[src/rtl/pcie_hcmd_slot_pool.sv]
// rtl/pcie_hcmd_slot_pool.sv - host command slot tag allocator with grouped round-robin search
//
// Hands out free host command slot tags one at a time and takes them back on release.
// The occupancy vector is searched one group per cycle; the group found to hold a free
// slot is then resolved to its lowest free bit, and the tag is offered until taken.
//
// Ports:
//   pcie_user_clk          in   sole clock
//   pcie_user_rst_n        in   asynchronous active-low reset
//   hcmd_slot_rdy          out  a free tag is being offered
//   hcmd_slot_tag          out  the offered tag (stable while rdy is high)
//   hcmd_slot_alloc_en     in   consumer takes the offered tag (ignored unless rdy)
//   hcmd_slot_free_en      in   release request
//   hcmd_slot_invalid_tag  in   tag to release
//   hcmd_slot_used_cnt     out  number of allocated slots
//   hcmd_slot_full         out  every slot is allocated
//   hcmd_slot_free_err     out  one-cycle pulse after an illegal release
module pcie_hcmd_slot_pool #(
    parameter int P_SLOT_WIDTH     = 1024,
    parameter int P_SLOT_TAG_WIDTH = 10,
    parameter int P_GROUP_WIDTH    = 64
) (
    input  logic                        pcie_user_clk,
    input  logic                        pcie_user_rst_n,
    output logic                        hcmd_slot_rdy,
    output logic [P_SLOT_TAG_WIDTH-1:0] hcmd_slot_tag,
    input  logic                        hcmd_slot_alloc_en,
    input  logic                        hcmd_slot_free_en,
    input  logic [P_SLOT_TAG_WIDTH-1:0] hcmd_slot_invalid_tag,
    output logic [P_SLOT_TAG_WIDTH:0]   hcmd_slot_used_cnt,
    output logic                        hcmd_slot_full,
    output logic                        hcmd_slot_free_err
);

    localparam int GRP_CNT = P_SLOT_WIDTH / P_GROUP_WIDTH;
    localparam int GRP_W   = $clog2(GRP_CNT);
    localparam int BIT_W   = $clog2(P_GROUP_WIDTH);
    localparam logic [P_SLOT_TAG_WIDTH:0] FULL_CNT = (P_SLOT_TAG_WIDTH+1)'(P_SLOT_WIDTH);

    typedef enum logic [1:0] {
        S_SCAN_GRP = 2'd0,
        S_SCAN_BIT = 2'd1,
        S_GNT      = 2'd2,
        S_FULL     = 2'd3
    } state_t;

    state_t                      state_q,    state_d;
    logic [P_SLOT_WIDTH-1:0]     occ_q,      occ_d;
    logic [P_SLOT_TAG_WIDTH:0]   cnt_q,      cnt_d;
    logic [GRP_W-1:0]            grp_ptr_q,  grp_ptr_d;   // next group the scan starts at
    logic [GRP_W-1:0]            grp_sel_q,  grp_sel_d;   // group latched by the scan
    logic [P_SLOT_TAG_WIDTH-1:0] tag_q,      tag_d;
    logic                        free_err_q, free_err_d;

    logic [P_GROUP_WIDTH-1:0]    ptr_grp_bits;
    logic [P_GROUP_WIDTH-1:0]    sel_grp_bits;
    logic [BIT_W-1:0]            zero_idx;
    logic                        alloc_fire;
    logic                        free_legal;

    // Groups are power-of-two sized, so a group's base tag is its index followed by zeros.
    assign ptr_grp_bits = occ_q[{grp_ptr_q, {BIT_W{1'b0}}} +: P_GROUP_WIDTH];
    assign sel_grp_bits = occ_q[{grp_sel_q, {BIT_W{1'b0}}} +: P_GROUP_WIDTH];

    // Lowest-index zero: walking downwards leaves the smallest hit as the final value.
    always_comb begin
        zero_idx = '0;
        for (int i = P_GROUP_WIDTH - 1; i >= 0; i--) begin
            if (!sel_grp_bits[i]) begin
                zero_idx = BIT_W'(i);
            end
        end
    end

    assign alloc_fire = (state_q == S_GNT) && hcmd_slot_alloc_en;

    // The offered tag's bit is still clear, so releasing it (alone or together with its
    // own alloc) already fails the occupancy test; the explicit compare keeps that
    // guarantee independent of how the offer was formed.
    assign free_legal = hcmd_slot_free_en
                     && occ_q[hcmd_slot_invalid_tag]
                     && !((state_q == S_GNT) && (hcmd_slot_invalid_tag == tag_q));

    always_comb begin
        occ_d = occ_q;
        if (free_legal) begin
            occ_d[hcmd_slot_invalid_tag] = 1'b0;
        end
        if (alloc_fire) begin
            occ_d[tag_q] = 1'b1;
        end

        case ({alloc_fire, free_legal})
            2'b10:   cnt_d = cnt_q + 1'b1;
            2'b01:   cnt_d = cnt_q - 1'b1;
            default: cnt_d = cnt_q;
        endcase

        free_err_d = hcmd_slot_free_en && !free_legal;
    end

    always_comb begin
        state_d   = state_q;
        grp_ptr_d = grp_ptr_q;
        grp_sel_d = grp_sel_q;
        tag_d     = tag_q;

        case (state_q)
            S_SCAN_GRP: begin
                if (&ptr_grp_bits) begin
                    grp_ptr_d = grp_ptr_q + 1'b1;
                end else begin
                    grp_sel_d = grp_ptr_q;
                    state_d   = S_SCAN_BIT;
                end
            end
            S_SCAN_BIT: begin
                // Frees since the group scan only add zeros, so a zero is still present.
                tag_d   = {grp_sel_q, zero_idx};
                state_d = S_GNT;
            end
            S_GNT: begin
                if (hcmd_slot_alloc_en) begin
                    grp_ptr_d = grp_sel_q + 1'b1;
                    state_d   = (cnt_d == FULL_CNT) ? S_FULL : S_SCAN_GRP;
                end
            end
            S_FULL: begin
                if (cnt_q != FULL_CNT) begin
                    state_d = S_SCAN_GRP;
                end
            end
            default: state_d = S_SCAN_GRP;
        endcase
    end

    always_ff @(posedge pcie_user_clk or negedge pcie_user_rst_n) begin
        if (!pcie_user_rst_n) begin
            state_q    <= S_SCAN_GRP;
            occ_q      <= '0;
            cnt_q      <= '0;
            grp_ptr_q  <= '0;
            grp_sel_q  <= '0;
            tag_q      <= '0;
            free_err_q <= 1'b0;
        end else begin
            state_q    <= state_d;
            occ_q      <= occ_d;
            cnt_q      <= cnt_d;
            grp_ptr_q  <= grp_ptr_d;
            grp_sel_q  <= grp_sel_d;
            tag_q      <= tag_d;
            free_err_q <= free_err_d;
        end
    end

    assign hcmd_slot_rdy      = (state_q == S_GNT);
    assign hcmd_slot_tag      = tag_q;
    assign hcmd_slot_used_cnt = cnt_q;
    assign hcmd_slot_full     = (cnt_q == FULL_CNT);
    assign hcmd_slot_free_err = free_err_q;

endmodule
[config.mk]
export PLATFORM = sky130hd
export DESIGN_NAME = pcie_hcmd_slot_pool
export DESIGN_NICKNAME = d
export VERILOG_FILES = /design/src/rtl/pcie_hcmd_slot_pool.sv
export SDC_FILE = /design/constraint.sdc
export NUM_CORES = 2
export LEC_CHECK = 0
export CAP_MARGIN = 20
export CORE_UTILIZATION = 35
export DETAILED_ROUTE_END_ITERATION = 6
export HOLD_SLACK_MARGIN = 0.15
export PLACE_DENSITY_LB_ADDON = 0.2
export REMOVE_ABC_BUFFERS = 1
export SYNTH_ARGS = -nofsm -noshare
export SYNTH_HDL_FRONTEND = slang
export SYNTH_SLANG_ARGS = --single-unit
[constraint.sdc]
create_clock -name pcie_user_clk -period 5.2 [get_ports pcie_user_clk]
set_input_delay 1.04 -clock pcie_user_clk [delete_from_list [all_inputs] [get_ports pcie_user_clk]]
set_output_delay 1.04 -clock pcie_user_clk [all_outputs]
set_load 0.03 [all_outputs]
Fig. 1: congestion heat map
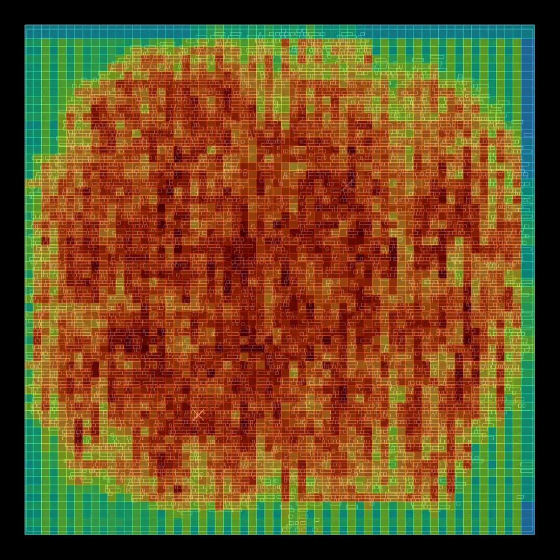
Layout Utilization: 45.6%
Avg WL per Cell: 43.6 um
global-route met1 utilization: 52.3%

Fig. 2: signal wires on met3
Scale: 1 px per um. Cells faint in the background.
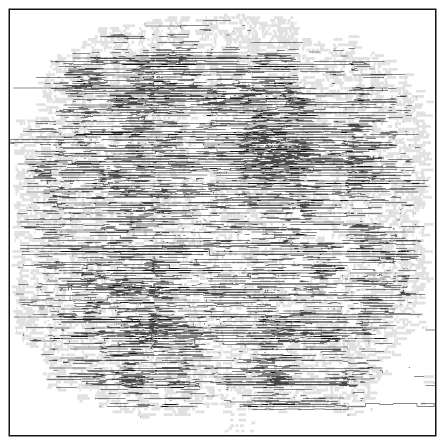
The longest straight run is 200 um. The layer holds 15% of the routed length. 1,495 nets have wire on it.

Fig. 3: routed clock nets over the placement
Scale: 1 px per um.
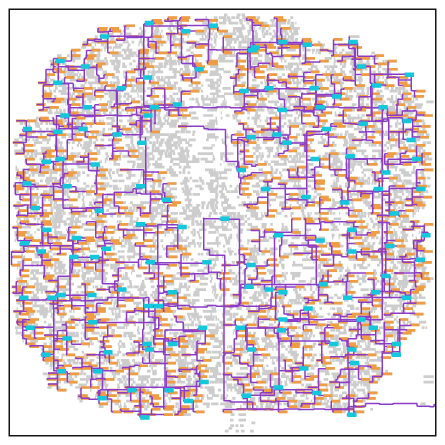
Orange stands for flip-flops, count 1,056. Cyan stands for cells driving clock nets, count 132. Purple stands for clock wires, length 17,000 um.
Position of the flops: widely spread.

==> out/qor.rpt <==
STATUS
--------------------------------------------------------------------------------
Result of the run ................................................. complete, but fails checks
Violations in the final reports ................................... design-rule violations, negative setup slack

FLOORPLAN
--------------------------------------------------------------------------------
Placeable core region ............................................. 177,000 sq um
Top-level I/O count ...............................................           38
Horizontal die dimension ..........................................       425 um
Count of inserted tapcells ........................................        2,340

FINAL LAYOUT
--------------------------------------------------------------------------------
Post-route cell area .............................................. 80,700 sq um
Max FFs per register ..............................................        1,024
Portion of the layout cell area used by clock cells ...............        5.38%
Area overhead of the layout relative to synthesis .................        28.9%
Final Instance Count excl. Fillers ................................        9,047
Gate Area ......................................................... 34,600 sq um
Number of logic gates .............................................        4,016
Count of inserted antenna diode cells .............................           25
Number of sequential storage elements .............................        1,056
Max-area cell class ............................................... combinational gates
Net total in the final layout .....................................        6,604
Total of clock buffers placed in the layout .......................          191
Nonclk inv count ..................................................           27

CLOCK TREE
--------------------------------------------------------------------------------
Worst-skew pair later-pin latency .................................       850 ps
CTS tree ..........................................................        built
Buffers from clock root to sink, at most ..........................            3
Clock Tree Root ................................................... sky130_fd_sc_hd__clkbuf_16
Clock sink count ..................................................        1,056
CTS H-tree lvls ...................................................            4
CTS Buf Count .....................................................          132
CTS hold repair buffers ...........................................            0
Clock-pin transition on the worst setup and hold timing paths .....        50 ps
Total of cells resized after clock tree synthesis .................          167

POWER
--------------------------------------------------------------------------------
Static leakage ....................................................      33.3 nW
Total power of the final layout ...................................     0.0241 W
Fraction of power consumed by the clock network ...................        39.7%
Register share of total power .....................................        36.6%
Power per Cell Area ...............................................  299 nW/um^2
Power in the clock group ..........................................    0.00958 W

DRT
--------------------------------------------------------------------------------
DR top layer ......................................................         met5
Routed length on met3 .............................................    58,800 um
DRC violations left ...............................................            6
Metal1 wirelength .................................................   140,000 um

YOSYS
--------------------------------------------------------------------------------
Most common flop cell mapped by yosys ............................. sky130_fd_sc_hd__dfrtp_1
Synth cell count leaders .......................................... 1,136 x sky130_fd_sc_hd__nand2_1, 1,056 x sky130_fd_sc_hd__dfrtp_1, 1,021 x sky130_fd_sc_hd__a22o_1
Yosys cell types ..................................................           78
Post-Syn Area ..................................................... 62,700 sq um
Post-synthesis xor/xnor area fraction .............................       0.210%
Count of flip-flops with a built-in enable after synthesis ........            0
Yosys stat chip area .............................................. 62,700 sq um
Area fraction in mux cells ........................................        20.3%
Warnings, synthesis ...............................................            0
Dominant cell area share ..........................................        42.2%
Biggest area contributors in the synthesized netlist .............. sky130_fd_sc_hd__dfrtp_1 42%, sky130_fd_sc_hd__mux4_2 16%, sky130_fd_sc_hd__a22o_1 14%, sky130_fd_sc_hd__nand2_1 6.8%, sky130_fd_sc_hd__mux2i_1 3.9%
Fraction of registers with async set/reset ........................         100%
Dominant kind of combinational cell ............................... multiplexers
Flops out of synthesis ............................................        1,056
Register area share after synthesis ...............................        42.2%

CRITICAL PATH
--------------------------------------------------------------------------------
Data required, critical path ......................................      5910 ps
Worst Setup End Kind ..............................................         flop
Cell with the biggest individual delay on the critical path ....... sky130_fd_sc_hd__nor4_2
Critical Path End ................................................. state_q[0]$_DFFE_PN0P_
Worst reg2reg startpoint .......................................... occ_q[387]$_DFF_PN0_
Family with the most delay on the worst path ...................... AND-OR/OR-AND gates
WP data arrival ...................................................      6100 ps
Critical path depth in cells ......................................           29
Biggest cell delay along the critical path ........................       380 ps
Launch point of the worst path .................................... hcmd_slot_invalid_tag[2]
Depth of the most critical reg-to-reg path ........................           23

FINAL TIMING
--------------------------------------------------------------------------------
Setup repair after global routing missed its margin ...............         true
Final worst clock skew ............................................      45.3 ps
Total Neg Setup Slack .............................................      -363 ps
Crit path setup slack, layout .....................................      -189 ps
Tcrit/Tclk final ..................................................         104%
Pin slew with the least headroom to its limit .....................      1250 ps
Final count of pins violating max slew ............................            0
Setup-violating endpoint count in the final report ................            2

WORST HOLD PATH
--------------------------------------------------------------------------------
Path type of the worst min-delay path .............................     in2async

GLOBAL ROUTING
--------------------------------------------------------------------------------
Global Route met2 Usage ...........................................        58.6%
First-pass GRT wire length ........................................   531,000 um
Vias in the first global route ....................................       59,900
Grt met3 use ......................................................        20.0%
Number of antenna violations at the first check in global routing .           59
Grt ovf ...........................................................            0
Total global-route track usage ....................................        43.0%

PLACEMENT
--------------------------------------------------------------------------------
Placement-stage cell area ......................................... 74,500 sq um
Port bufs .........................................................           37
DPL Wire Length ...................................................   281,000 um

Power is estimated from default activity; no workload was simulated.
